[src/rtl/grant_channel_ctrl.sv]
// Purpose: grants one of eight IDs exclusive use of a channel, with a forced release after MAX_HOLD cycles and GUARD idle cycles between owners.
// Latency: the channel enable, owner and busy change on the same edge that samples the grant; the done and timeout pulses follow the exit edge.
// Backpressure: there is no queue. A grant that arrives in HOLD or GUARD is dropped, and the arbiter must present it again once the block is IDLE.
module grant_channel_ctrl #(
    parameter int MAX_HOLD = 16,
    parameter int GUARD    = 2
) (
    input  logic       clk,
    input  logic       rst_n,
    input  logic [3:0] grant,
    input  logic [7:0] release_i,
    input  logic [2:0] rd_sel,
    output logic [7:0] ch_en,
    output logic [2:0] owner_id,
    output logic       busy,
    output logic       done_pulse,
    output logic       timeout_pulse,
    output logic [7:0] served_cnt
);

    typedef enum logic [1:0] {
        S_IDLE  = 2'd0,
        S_HOLD  = 2'd1,
        S_GUARD = 2'd2
    } state_t;

    localparam logic [7:0] HOLD_LAST  = 8'(MAX_HOLD - 1);
    localparam logic [3:0] GUARD_LAST = 4'((GUARD > 0) ? (GUARD - 1) : 0);
    localparam bit         HAS_GUARD  = (GUARD > 0);

    state_t     r_state;
    state_t     w_next_state;
    logic [7:0] r_hold_cnt;
    logic [3:0] r_guard_cnt;
    logic [2:0] r_owner;
    logic       r_done;
    logic       r_timeout;
    logic [7:0] r_served [8];

    logic       w_rel;
    logic       w_hold_exp;
    logic       w_accept;
    logic       w_exit;

    // Only the release bit of the current owner matters. A release takes priority over the timeout.
    assign w_rel      = release_i[r_owner];
    assign w_hold_exp = (r_hold_cnt == HOLD_LAST);
    assign w_accept   = (r_state == S_IDLE) && grant[3];
    assign w_exit     = (r_state == S_HOLD) && (w_rel || w_hold_exp);

    // State register
    always_ff @(posedge clk or negedge rst_n) begin
        if (!rst_n) begin
            r_state <= S_IDLE;
        end else begin
            r_state <= w_next_state;
        end
    end

    // Next-state logic. When there is no guard interval, HOLD returns straight to IDLE.
    always_comb begin
        w_next_state = r_state;
        case (r_state)
            S_IDLE: begin
                if (grant[3]) begin
                    w_next_state = S_HOLD;
                end
            end
            S_HOLD: begin
                if (w_rel || w_hold_exp) begin
                    w_next_state = HAS_GUARD ? S_GUARD : S_IDLE;
                end
            end
            S_GUARD: begin
                if (r_guard_cnt == GUARD_LAST) begin
                    w_next_state = S_IDLE;
                end
            end
            default: w_next_state = S_IDLE;
        endcase
    end

    // Hold and guard counters, latched owner, and exit pulses registered for the cycle after the exit edge
    always_ff @(posedge clk or negedge rst_n) begin
        if (!rst_n) begin
            r_hold_cnt  <= 8'd0;
            r_guard_cnt <= 4'd0;
            r_owner     <= 3'd0;
            r_done      <= 1'b0;
            r_timeout   <= 1'b0;
        end else begin
            if (w_accept) begin
                r_hold_cnt <= 8'd0;
                r_owner    <= grant[2:0];
            end else if ((r_state == S_HOLD) && !w_exit) begin
                r_hold_cnt <= r_hold_cnt + 8'd1;
            end

            if (w_exit) begin
                r_guard_cnt <= 4'd0;
            end else if (r_state == S_GUARD) begin
                r_guard_cnt <= r_guard_cnt + 4'd1;
            end

            r_done    <= w_exit && w_rel;
            r_timeout <= w_exit && !w_rel;
        end
    end

    // Per-ID served counters, which saturate at 255
    always_ff @(posedge clk or negedge rst_n) begin
        if (!rst_n) begin
            for (int k = 0; k < 8; k++) begin
                r_served[k] <= 8'd0;
            end
        end else begin
            for (int k = 0; k < 8; k++) begin
                if (w_accept && (grant[2:0] == 3'(k)) && (r_served[k] != 8'hFF)) begin
                    r_served[k] <= r_served[k] + 8'd1;
                end
            end
        end
    end

    // Output decode from the registered state
    always_comb begin
        ch_en = 8'h00;
        if (r_state == S_HOLD) begin
            ch_en = 8'h01 << r_owner;
        end
        busy          = (r_state != S_IDLE);
        owner_id      = r_owner;
        done_pulse    = r_done;
        timeout_pulse = r_timeout;
        served_cnt    = r_served[rd_sel];
    end

endmodule

[config.mk]
export PLATFORM = sky130hd
export DESIGN_NAME = grant_channel_ctrl
export DESIGN_NICKNAME = d
export VERILOG_FILES = /design/src/rtl/grant_channel_ctrl.sv
export SDC_FILE = /design/constraint.sdc
export NUM_CORES = 1
export LEC_CHECK = 0
export CORE_MARGIN = 1
export CORE_UTILIZATION = 55
export CTS_BUF_LIST = sky130_fd_sc_hd__clkbuf_16
export CTS_CLUSTER_SIZE = 14
export DETAILED_ROUTE_END_ITERATION = 8
export GPL_TIMING_DRIVEN = 0
export PLACE_DENSITY = 0.76
export SLEW_MARGIN = 10
export SYNTH_ARGS = -nofsm -noshare
export SYNTH_HDL_FRONTEND = slang
export SYNTH_SLANG_ARGS = --single-unit
[constraint.sdc]
create_clock -name clk -period 5.1 [get_ports clk]
set_clock_uncertainty 0.2 [all_clocks]
set_input_delay 0.51 -clock clk [delete_from_list [all_inputs] [get_ports clk]]
set_output_delay 0.51 -clock clk [all_outputs]
set_load 0.02 [all_outputs]
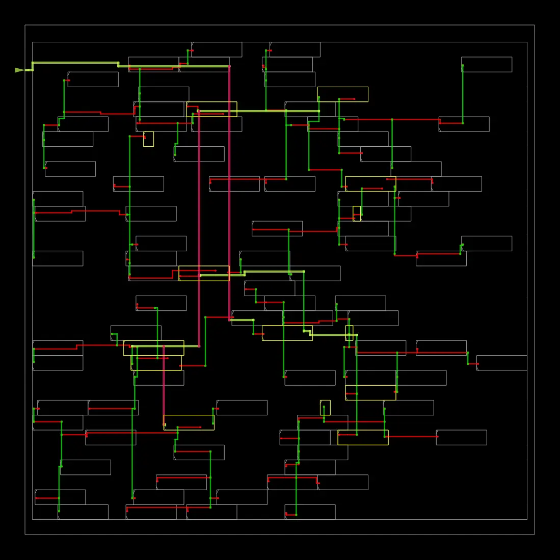
clock_nets.png
Clock buffer cells: 9
clk latency late pin: 330 ps
Clk. pwr: 0.000612 W
total CTS buffers: 9

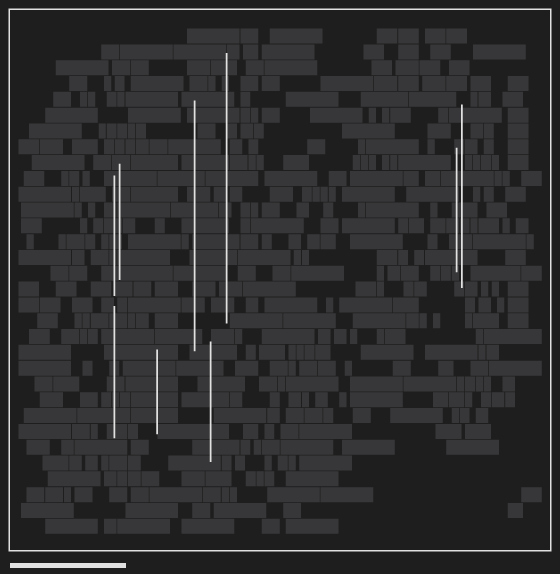
m4.png
Bar = 20 um.
share of all routed wire: 2.5%
nets with wire on the layer: 8
longest straight run: 46.2 um
wire length on this layer: 239 um
main direction: vertical
DR vias: 3,371
wirelength, routed: 9700 um

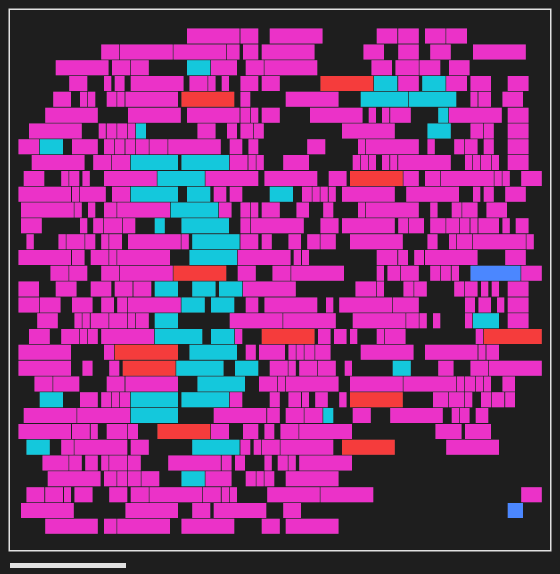
sizing.png
Bar = 20 um.
[x1 and smaller] magenta | cells: 410 | share: 88% | most used: dfrtp_1
[x6 and larger] red | cells: 11 | share: 2.4% | most used: clkbuf_16
[x3 and x4] blue | cells: 2 | share: 0.43%
[x2] cyan | cells: 42 | share: 9.0%

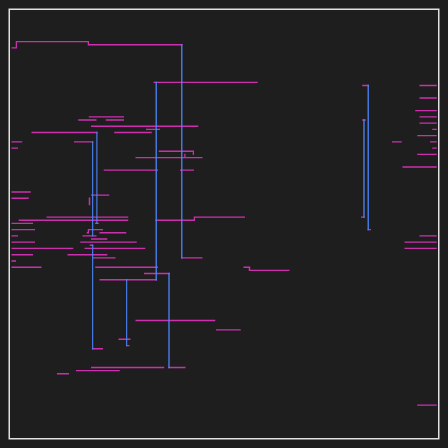
layers.png
Two of the layers only.
[M4] blue | wire length: 239 um
[M3] magenta | wire length: 497 um
Avg WL per Cell: 17.1 um
gr usage total: 25.5%

## power groups by stage
stage	logic [W]	clock network, W	registers, W
CTS	0.000676	0.000624	0.000935
detailed placement	0.000672	0	0.000945
finish	0.000671	0.000612	0.000938
floorplan	0.000455	0	0.000919
global placement	0.000649	0	0.000940
global route	0.000747	0.000650	0.000959
## how the worst max path moves through the flow
stage / cells after the start / end / slack (ps) / start
detailed placement: 5 / served_cnt[5] / 1620 / rd_sel[0]
global route: 5 / served_cnt[5] / 1530 / rd_sel[0]
global placement: 1 / r_served[33]$_DFFE_PN0P_ / 330 / rst_n
CTS: 5 / served_cnt[5] / 1610 / rd_sel[0]
floorplan: 4 / served_cnt[2] / 2330 / rd_sel[0]
finish: 5 / served_cnt[5] / 1630 / rd_sel[0]
==> job_summary.md <==
## Implementation flow summary

| Metric | Value |
|---|---|
| Status | complete, no violations |
| Leading area contributor after synthesis | dfrtp_1 |
| Tapcells inserted | around 100 |
| WL met2 | between 4000 and 5000 um |
| First-pass GRT wire length | 16,700 um |
| Top Registers | r_served: 64 flops, r_hold_cnt: 8 flops, r_guard_cnt: 4 flops |
| Hold path depth | 1 |
| Grt ovf | 0 |
| Crit path kind | in2out |
| Largest cell class | multi-input combinational cells |
| CP bufs+invs | 3 |
| GP Congestion | 0.859 |
| Top sig layer | met4 |
| Min Hold Slack | slightly above 300 ps |
| Synth top cell by count | dfrtp_1 |
| Row Count | 32 |
| Non-clk buf share | 8.19% |
| Hpwl dp | 6950 um |
| Multi-input gate area | 2370 um2 |
| Die Ht | 92.9 um |
| Basic Gates by Area | 18.7% |
| PostCTS Resize Cnt | 0 |
| Critical Path Max Stage Delay | 580 ps |
| Ys flop type | dfrtp_1 |
| Period minus WS final | 3470 ps |
| Vias in the first global route | between 3,000 and 4,000 |
| Share of cells above drive strength 1 | 11.8% |
| FF+latch count, synth | between 80 and 90 |
| Seq area share | 39.0% |
| Slowest library cell on the worst path | mux4_2 |
| Power Dens Cells | 417 nW/um2 |
| Internal | 0.00146 W |
| Unique cell types | between 40 and 50 |
| Post-Synth XOR/XNOR Area | a little over a tenth |
| Worst hold path type | reg2reg |
| Final Non-Filler Cells | between 500 and 600 |
| Period utilization | approximately 68% |
| Final slew viol count | 0 |
| Drt pass-1 iters | 4 |
| Yosys cell count | 414 |
Power figures rest on the tool's default switching activity, not on a simulated workload.
